[config.mk]
export PLATFORM = sky130hd
export DESIGN_NAME = router_ctrl_flat
export DESIGN_NICKNAME = d
export VERILOG_FILES = /design/src/rtl/router_ctrl_if.sv /design/src/rtl/router_ctrl.sv /design/src/flat_wrapper.sv
export SDC_FILE = /design/constraint.sdc
export NUM_CORES = 1
export LEC_CHECK = 0
export CAP_MARGIN = 10
export CORE_MARGIN = 3
export CORE_UTILIZATION = 50
export CTS_CLUSTER_SIZE = 25
export DETAILED_ROUTE_END_ITERATION = 12
export PLACE_DENSITY = 0.84
export SLEW_MARGIN = 20
export SYNTH_ARGS = -nofsm -noshare
export SYNTH_HDL_FRONTEND = slang
export SYNTH_SLANG_ARGS = --single-unit
[constraint.sdc]
create_clock -name clock -period 2.7 [get_ports clock]
set_clock_uncertainty 0.2 [all_clocks]
set_input_delay 0.675 -clock clock [delete_from_list [all_inputs] [get_ports clock]]
set_output_delay 0.675 -clock clock [all_outputs]
set_load 0.01 [all_outputs]
[src/rtl/router_ctrl_if.sv]
// router_ctrl_if: signal bundle between the 1x3 router control block and the
// source, register block, FIFOs and destinations around it.
//
// Signals (direction as seen by the router controller, modport slave):
//   pkt_valid      in   source is driving header/payload, falls with parity
//   data_in[7:0]   in   source byte, [1:0] = destination during the header
//   fifo_full[2:0] in   full flags of FIFOs 0..2
//   fifo_empty[2:0]in   empty flags of FIFOs 0..2
//   read_enb[2:0]  in   per-port read strobes from the destinations
//   parity_done    in   register block has captured the parity byte
//   low_pkt_valid  in   register block saw pkt_valid fall during a full stall
//   write_enb[2:0] out  one-hot FIFO write enable
//   soft_reset[2:0]out  one-cycle per-port watchdog reset pulse
//   vld_out[2:0]   out  data available to destination i
//   busy           out  source must hold its byte
//   detect_add, lfd_state, ld_state, laf_state, full_state,
//   rst_int_reg, write_enb_reg  out  state decodes for the register block
interface router_ctrl_if;
    logic       pkt_valid;
    logic [7:0] data_in;
    logic [2:0] fifo_full;
    logic [2:0] fifo_empty;
    logic [2:0] read_enb;
    logic       parity_done;
    logic       low_pkt_valid;
    logic [2:0] write_enb;
    logic [2:0] soft_reset;
    logic [2:0] vld_out;
    logic       busy;
    logic       detect_add;
    logic       lfd_state;
    logic       ld_state;
    logic       laf_state;
    logic       full_state;
    logic       rst_int_reg;
    logic       write_enb_reg;

    // Environment side: drives the packet source, FIFO flags and strobes.
    modport master (
        output pkt_valid, data_in, fifo_full, fifo_empty, read_enb,
               parity_done, low_pkt_valid,
        input  write_enb, soft_reset, vld_out, busy, detect_add, lfd_state,
               ld_state, laf_state, full_state, rst_int_reg, write_enb_reg
    );

    // Router controller side.
    modport slave (
        input  pkt_valid, data_in, fifo_full, fifo_empty, read_enb,
               parity_done, low_pkt_valid,
        output write_enb, soft_reset, vld_out, busy, detect_add, lfd_state,
               ld_state, laf_state, full_state, rst_int_reg, write_enb_reg
    );
endinterface

[src/rtl/router_ctrl.sv]
// router_ctrl: packet sequencer and per-port read watchdog for the 1x3 router.
// Decodes the destination from the header byte, steers one-hot write enables
// to the target FIFO, stalls the source while that FIFO is full, and issues a
// one-cycle soft_reset to any FIFO whose data sits unread for TIMEOUT cycles.
//
// Ports:
//   clock   in  rising-edge clock
//   resetn  in  synchronous active-low reset
//   bus     router_ctrl_if.slave (packet, FIFO flag, strobe and decode signals)
//
// Parameters:
//   TIMEOUT  cycles vld_out[i] may stay high with no read before soft_reset[i]
//   TMR_W    width of each watchdog counter (TIMEOUT <= 2**TMR_W)
//
// state              | meaning
// -------------------+--------------------------------------------------------
// DECODE_ADDRESS     | idle, waiting for a header; latches destination
// DROP               | header addressed port 3, swallow packet until pkt_valid=0
// WAIT_TILL_EMPTY    | target FIFO still holds data, stall source
// LOAD_FIRST_DATA    | one-cycle stall; next write (header) is tagged first data
// LOAD_DATA          | header/payload bytes written each cycle
// FIFO_FULL_STATE    | target FIFO full, writes stopped, source stalled
// LOAD_AFTER_FULL    | write the byte held during the stall, then resume
// LOAD_PARITY        | write the parity byte
// CHECK_PARITY_ERROR | register block compares parity; back to idle
module router_ctrl #(
    parameter int TIMEOUT = 30,
    parameter int TMR_W   = 5
) (
    input  logic         clock,
    input  logic         resetn,
    router_ctrl_if.slave bus
);

    typedef enum logic [3:0] {
        DECODE_ADDRESS,
        DROP,
        WAIT_TILL_EMPTY,
        LOAD_FIRST_DATA,
        LOAD_DATA,
        FIFO_FULL_STATE,
        LOAD_AFTER_FULL,
        LOAD_PARITY,
        CHECK_PARITY_ERROR
    } state_t;

    localparam logic [TMR_W-1:0] WD_LAST = TMR_W'(TIMEOUT - 1);

    state_t     r_state;
    state_t     w_next;
    logic [1:0] r_addr;
    logic [2:0] w_soft_reset;

    // Address 3 is not a real port: pad the per-port vectors to four entries
    // so indexing by a 2-bit address is always in range. Port 3 reads as
    // "empty", "not full" and "no soft reset".
    logic [3:0] w_empty_ext;
    logic [3:0] w_full_ext;
    logic [3:0] w_sr_ext;
    logic       w_abort;
    logic       w_unused;

    logic w_busy;
    logic w_detect_add;
    logic w_lfd_state;
    logic w_ld_state;
    logic w_laf_state;
    logic w_full_state;
    logic w_rst_int_reg;
    logic w_write_enb_reg;

    assign w_empty_ext = {1'b1, bus.fifo_empty};
    assign w_full_ext  = {1'b0, bus.fifo_full};
    assign w_sr_ext    = {1'b0, w_soft_reset};
    assign w_abort     = w_sr_ext[r_addr];
    assign w_unused    = &{1'b0, bus.data_in[7:2]};

    // ---------------- per-port read watchdog ----------------
    for (genvar gi = 0; gi < 3; gi++) begin : g_wd
        logic [TMR_W-1:0] r_cnt;
        logic             r_sr;
        logic             w_clear;

        // A read on the terminal edge counts as a clear, so it suppresses the pulse.
        assign w_clear = bus.fifo_empty[gi] | bus.read_enb[gi];

        always_ff @(posedge clock) begin
            if (!resetn) begin
                r_cnt <= '0;
                r_sr  <= 1'b0;
            end else if (w_clear) begin
                r_cnt <= '0;
                r_sr  <= 1'b0;
            end else if (r_cnt == WD_LAST) begin
                r_cnt <= '0;
                r_sr  <= 1'b1;
            end else begin
                r_cnt <= r_cnt + 1'b1;
                r_sr  <= 1'b0;
            end
        end

        assign w_soft_reset[gi] = r_sr;
    end

    // ---------------- FSM ----------------
    always_ff @(posedge clock) begin
        if (!resetn) begin
            r_state <= DECODE_ADDRESS;
        end else begin
            r_state <= w_next;
        end
    end

    always_ff @(posedge clock) begin
        if (!resetn) begin
            r_addr <= 2'd0;
        end else if (r_state == DECODE_ADDRESS && bus.pkt_valid) begin
            r_addr <= bus.data_in[1:0];
        end
    end

    always_comb begin
        w_next = r_state;
        case (r_state)
            DECODE_ADDRESS: begin
                if (bus.pkt_valid) begin
                    if (bus.data_in[1:0] == 2'd3)
                        w_next = DROP;
                    else if (w_empty_ext[bus.data_in[1:0]])
                        w_next = LOAD_FIRST_DATA;
                    else
                        w_next = WAIT_TILL_EMPTY;
                end
            end
            DROP: begin
                if (!bus.pkt_valid)
                    w_next = DECODE_ADDRESS;
            end
            WAIT_TILL_EMPTY: begin
                if (w_empty_ext[r_addr])
                    w_next = LOAD_FIRST_DATA;
            end
            LOAD_FIRST_DATA: begin
                w_next = LOAD_DATA;
            end
            LOAD_DATA: begin
                if (w_full_ext[r_addr])
                    w_next = FIFO_FULL_STATE;
                else if (!bus.pkt_valid)
                    w_next = LOAD_PARITY;
            end
            FIFO_FULL_STATE: begin
                if (!w_full_ext[r_addr])
                    w_next = LOAD_AFTER_FULL;
            end
            LOAD_AFTER_FULL: begin
                if (bus.parity_done)
                    w_next = DECODE_ADDRESS;
                else if (bus.low_pkt_valid)
                    w_next = LOAD_PARITY;
                else
                    w_next = LOAD_DATA;
            end
            LOAD_PARITY: begin
                w_next = CHECK_PARITY_ERROR;
            end
            CHECK_PARITY_ERROR: begin
                if (w_full_ext[r_addr])
                    w_next = FIFO_FULL_STATE;
                else
                    w_next = DECODE_ADDRESS;
            end
            default: begin
                w_next = DECODE_ADDRESS;
            end
        endcase

        // The destination FIFO was flushed under us: abandon the packet.
        if (w_abort && r_state != DECODE_ADDRESS && r_state != DROP)
            w_next = DECODE_ADDRESS;
    end

    always_comb begin
        w_busy          = 1'b0;
        w_detect_add    = 1'b0;
        w_lfd_state     = 1'b0;
        w_ld_state      = 1'b0;
        w_laf_state     = 1'b0;
        w_full_state    = 1'b0;
        w_rst_int_reg   = 1'b0;
        w_write_enb_reg = 1'b0;
        case (r_state)
            DECODE_ADDRESS:     w_detect_add = 1'b1;
            DROP:               w_busy       = 1'b0;
            WAIT_TILL_EMPTY:    w_busy       = 1'b1;
            LOAD_FIRST_DATA: begin
                w_lfd_state = 1'b1;
                w_busy      = 1'b1;
            end
            LOAD_DATA: begin
                w_ld_state      = 1'b1;
                w_write_enb_reg = 1'b1;
            end
            FIFO_FULL_STATE: begin
                w_full_state = 1'b1;
                w_busy       = 1'b1;
            end
            LOAD_AFTER_FULL: begin
                w_laf_state     = 1'b1;
                w_busy          = 1'b1;
                w_write_enb_reg = 1'b1;
            end
            LOAD_PARITY: begin
                w_busy          = 1'b1;
                w_write_enb_reg = 1'b1;
            end
            CHECK_PARITY_ERROR: begin
                w_rst_int_reg = 1'b1;
                w_busy        = 1'b1;
            end
            default: w_busy = 1'b0;
        endcase
    end

    assign bus.write_enb     = w_write_enb_reg ? (3'b001 << r_addr) : 3'b000;
    assign bus.soft_reset    = w_soft_reset;
    assign bus.vld_out       = ~bus.fifo_empty;
    assign bus.busy          = w_busy;
    assign bus.detect_add    = w_detect_add;
    assign bus.lfd_state     = w_lfd_state;
    assign bus.ld_state      = w_ld_state;
    assign bus.laf_state     = w_laf_state;
    assign bus.full_state    = w_full_state;
    assign bus.rst_int_reg   = w_rst_int_reg;
    assign bus.write_enb_reg = w_write_enb_reg;

endmodule

[src/flat_wrapper.sv]
// flat-port wrapper written by rule: the top's interface ports become plain ports
module router_ctrl_flat 
#(
    parameter int TIMEOUT = 30,
    parameter int TMR_W   = 5
)
  (clock, resetn, bus_pkt_valid, bus_data_in, bus_fifo_full, bus_fifo_empty, bus_read_enb, bus_parity_done, bus_low_pkt_valid, bus_write_enb, bus_soft_reset, bus_vld_out, bus_busy, bus_detect_add, bus_lfd_state, bus_ld_state, bus_laf_state, bus_full_state, bus_rst_int_reg, bus_write_enb_reg);
  router_ctrl_if bus_i ();
  input  logic clock;
  input  logic resetn;
  input wire logic [$bits(bus_i.pkt_valid)-1:0] bus_pkt_valid;
  input wire logic [$bits(bus_i.data_in)-1:0] bus_data_in;
  input wire logic [$bits(bus_i.fifo_full)-1:0] bus_fifo_full;
  input wire logic [$bits(bus_i.fifo_empty)-1:0] bus_fifo_empty;
  input wire logic [$bits(bus_i.read_enb)-1:0] bus_read_enb;
  input wire logic [$bits(bus_i.parity_done)-1:0] bus_parity_done;
  input wire logic [$bits(bus_i.low_pkt_valid)-1:0] bus_low_pkt_valid;
  output wire logic [$bits(bus_i.write_enb)-1:0] bus_write_enb;
  output wire logic [$bits(bus_i.soft_reset)-1:0] bus_soft_reset;
  output wire logic [$bits(bus_i.vld_out)-1:0] bus_vld_out;
  output wire logic [$bits(bus_i.busy)-1:0] bus_busy;
  output wire logic [$bits(bus_i.detect_add)-1:0] bus_detect_add;
  output wire logic [$bits(bus_i.lfd_state)-1:0] bus_lfd_state;
  output wire logic [$bits(bus_i.ld_state)-1:0] bus_ld_state;
  output wire logic [$bits(bus_i.laf_state)-1:0] bus_laf_state;
  output wire logic [$bits(bus_i.full_state)-1:0] bus_full_state;
  output wire logic [$bits(bus_i.rst_int_reg)-1:0] bus_rst_int_reg;
  output wire logic [$bits(bus_i.write_enb_reg)-1:0] bus_write_enb_reg;
  assign bus_i.pkt_valid = bus_pkt_valid;
  assign bus_i.data_in = bus_data_in;
  assign bus_i.fifo_full = bus_fifo_full;
  assign bus_i.fifo_empty = bus_fifo_empty;
  assign bus_i.read_enb = bus_read_enb;
  assign bus_i.parity_done = bus_parity_done;
  assign bus_i.low_pkt_valid = bus_low_pkt_valid;
  assign bus_write_enb = bus_i.write_enb;
  assign bus_soft_reset = bus_i.soft_reset;
  assign bus_vld_out = bus_i.vld_out;
  assign bus_busy = bus_i.busy;
  assign bus_detect_add = bus_i.detect_add;
  assign bus_lfd_state = bus_i.lfd_state;
  assign bus_ld_state = bus_i.ld_state;
  assign bus_laf_state = bus_i.laf_state;
  assign bus_full_state = bus_i.full_state;
  assign bus_rst_int_reg = bus_i.rst_int_reg;
  assign bus_write_enb_reg = bus_i.write_enb_reg;
  router_ctrl #(.TIMEOUT(TIMEOUT), .TMR_W(TMR_W)) u_core (.clock(clock), .resetn(resetn), .bus(bus_i));
endmodule
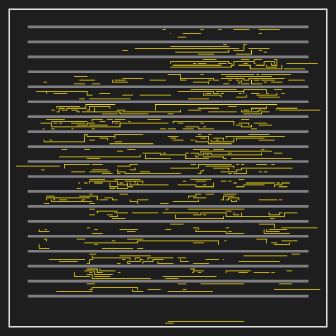
**Above:** metal 1.
Supply wires on this layer in grey.
share of all routed wire: 44%
longest straight run: 22.1 um
nets with wire on the layer: 192
met1 GRT Util: 22.81%
via count: 1,243
final wirelength: 2.901 mm

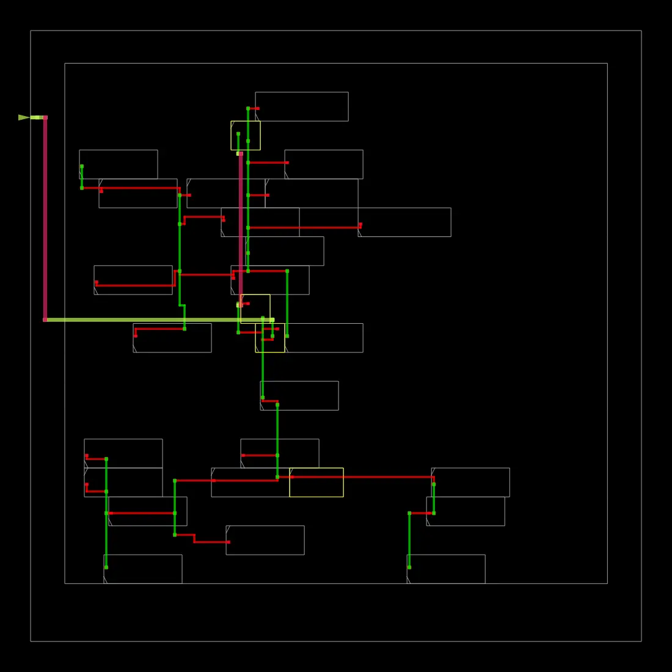
**Above:** clock routing.
Sink Count: 24
# clk buffers: 4
Clock net power: 0.000183 W

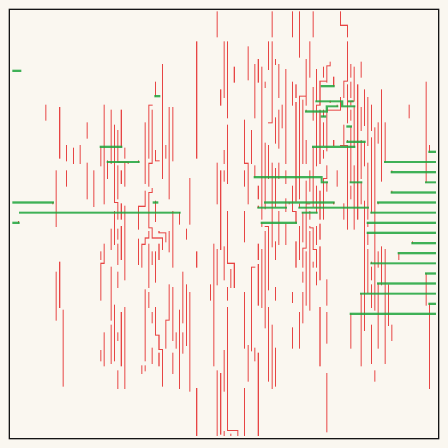
**Above:** metal layers overlaid.
Two of the layers only.
| layer | colour | wire length |
|---|---|---|
| M3 | green | 198 um |
| M2 | red | 1,400 um |
Routed WL per cell: 13.01 um
Total GRT Usage: 18.69%

==> results.txt <==
DP Wirelength: 2.275 mm
Starting DRT DRC Count: 44
Outcome: finished clean
Clk_lat worst skew: 0.31 ns
Crit path to: bus_ld_state
Critical path startpoint category: register
Resized Gates After CTS: 5
Cell family with most CP delay: buffers and inverters
Initial DRT Pass Iterations: 4
Setup slack after layout: 0.07539 ns
Filler cells: 202
Buffers and inverters on the worst path: 2
Mapped cell area: 1325 um2
Setup CP Type: register to output port
Non-filler instance count after layout: 223
CP required: 1.82 ns
CTS Buf Count: 3
Worst hold stages: 1
Area growth syn-to-layout: 32.20%
Initial antenna violation count: 0
FP Rows: 18
Met2 Usage GRT: 32.58%
Vias in the first global route: 1,184
Pleak: 0.6626 nW
GR peak layer: met2
# hold bufs at CTS: 0
Mapped Cells: 159
GPL Wtd Cong: 0.9031
Hold slack: 0.2853 ns
Max cap viols: 0
Flip-flops with a built-in enable: 0
CTS max path bufs: 2
Largest net degree at the start of global routing: 14
Reg2Reg Setup Slack: 0.63 ns
Total Power: 0.0009926 W
Util after Layout: 70.07%
FP Util: 53.00%
Fmax: 381.0 MHz
Main logic family: simple AND/OR/NAND/NOR gates
VDD IR max: 0.0003938 V
Setup slack after placement: 0.09562 ns
Worst setup EP type: output port
Final setup fails: 0
Inserted Diodes: 0
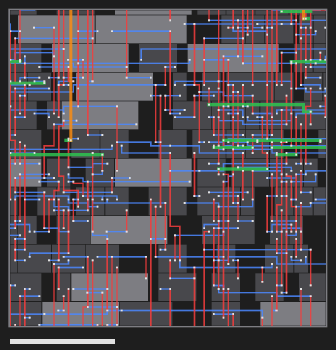
**Above:** zoomed window.
The bar under the picture is 10 um long. Region (14, 14) to (44, 44) um. Cells in grey, sequential cells in the stronger grey; small squares are vias.
| layer | colour |
|---|---|
| M3 | green |
| M1 | blue |
| M2 | red |
| M4 | orange |
cells with their middle in the window: 83
most frequent: nand2_1 (9), dfxtp_1 (9), nor2_1 (8)
netlist names of flops here include: `u_core.g_wd.r_cnt` (6), `u_core.g_wd.r_sr` (2), `u_core.r_state` (2)
sequential cells in the window: 11

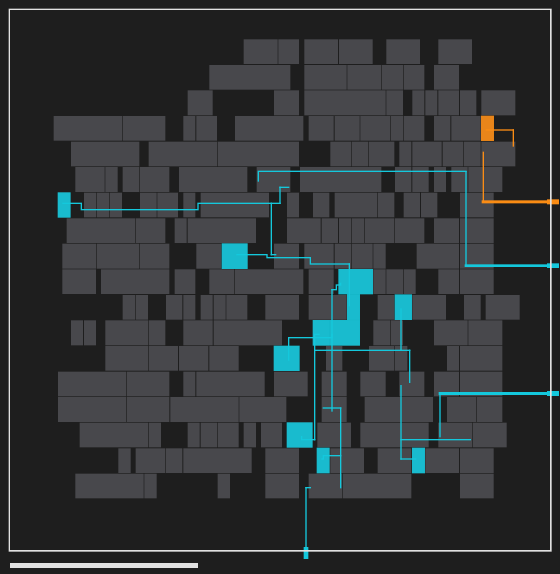
**Above:** nets reached from selected ports.
The bar under the picture is 20 um long.
| port | colour | bits | direction | edge | end cells | buffers | wire |
|---|---|---|---|---|---|---|---|
| `bus_fifo_empty` | cyan | 3 | input | 2 east, 1 south | 11 | 6 | 197 um |
| `bus_parity_done` | orange | 1 | input | east | 1 | 1 | 16.6 um |
io pins: 39
port bufs: 32

-- worst register-to-register path, cell delays in order (launching register included) --
cell and delay [ns]:
dfxtp_1 0.57, mux2i_1 0.27, o21ai_2 0.13, a2111oi_0 0.52, o21ai_0 0.19, o21ai_1 0.14
-- cell usage after synthesis, drive strengths merged (2+ instances only) --
cell | instances | area [um2]
xor2 | 7 | 61.31
and2 | 2 | 12.51
a21oi | 4 | 20.02
ha | 6 | 75.07
nand2 | 12 | 45.04
mux2i | 4 | 40.04
nand2b | 2 | 12.51
a31oi | 2 | 12.51
nand3 | 9 | 45.04
nor2 | 18 | 67.56
nor4b | 2 | 23.77
nand3b | 2 | 15.01
dfxtp | 24 | 480.5
inv | 10 | 37.54
xnor2 | 3 | 26.28
nor2b | 4 | 25.02
nor3b | 7 | 52.55
o21ai | 12 | 63.81
nand4 | 3 | 18.77
nor3 | 4 | 20.02
a21boi | 3 | 22.52
buf | 9 | 58.80
-- cell type report --
cell class | count | area [um2] | share of cell area [%]
timing repair buffer | 39 | 375.4 | 21.43
multi-input combinational | 116 | 773.2 | 44.14
clock buffer | 4 | 36.28 | 2.071
sequential | 24 | 491.7 | 28.07
inverter | 10 | 37.54 | 2.143
tap | 30 | 37.54 | 2.143
-- registers in the layout (all words and copies together), names as in the netlist --
name               count
u_core.r_addr          2
u_core.g_wd.r_cnt     15
u_core.r_state         4
u_core.g_wd.r_sr       3
-- layer usage --
| metal | vias up | wire (um) |
|---|---|---|
| li1 | 612 | - |
| met1 | 569 | 1263 |
| met2 | 54 | 1398 |
| met3 | 8 | 198 |
| met4 | 0 | 40 |
| met5 | - | 0 |
-- report_power, final --
part	internal, W	switching, W	total [W]
sequential	0.000384	0.0000602	0.000444
clock	0.0000823	0.000100	0.000183
combinational	0.000195	0.000171	0.000366
Power is estimated from default activity; no workload was simulated.
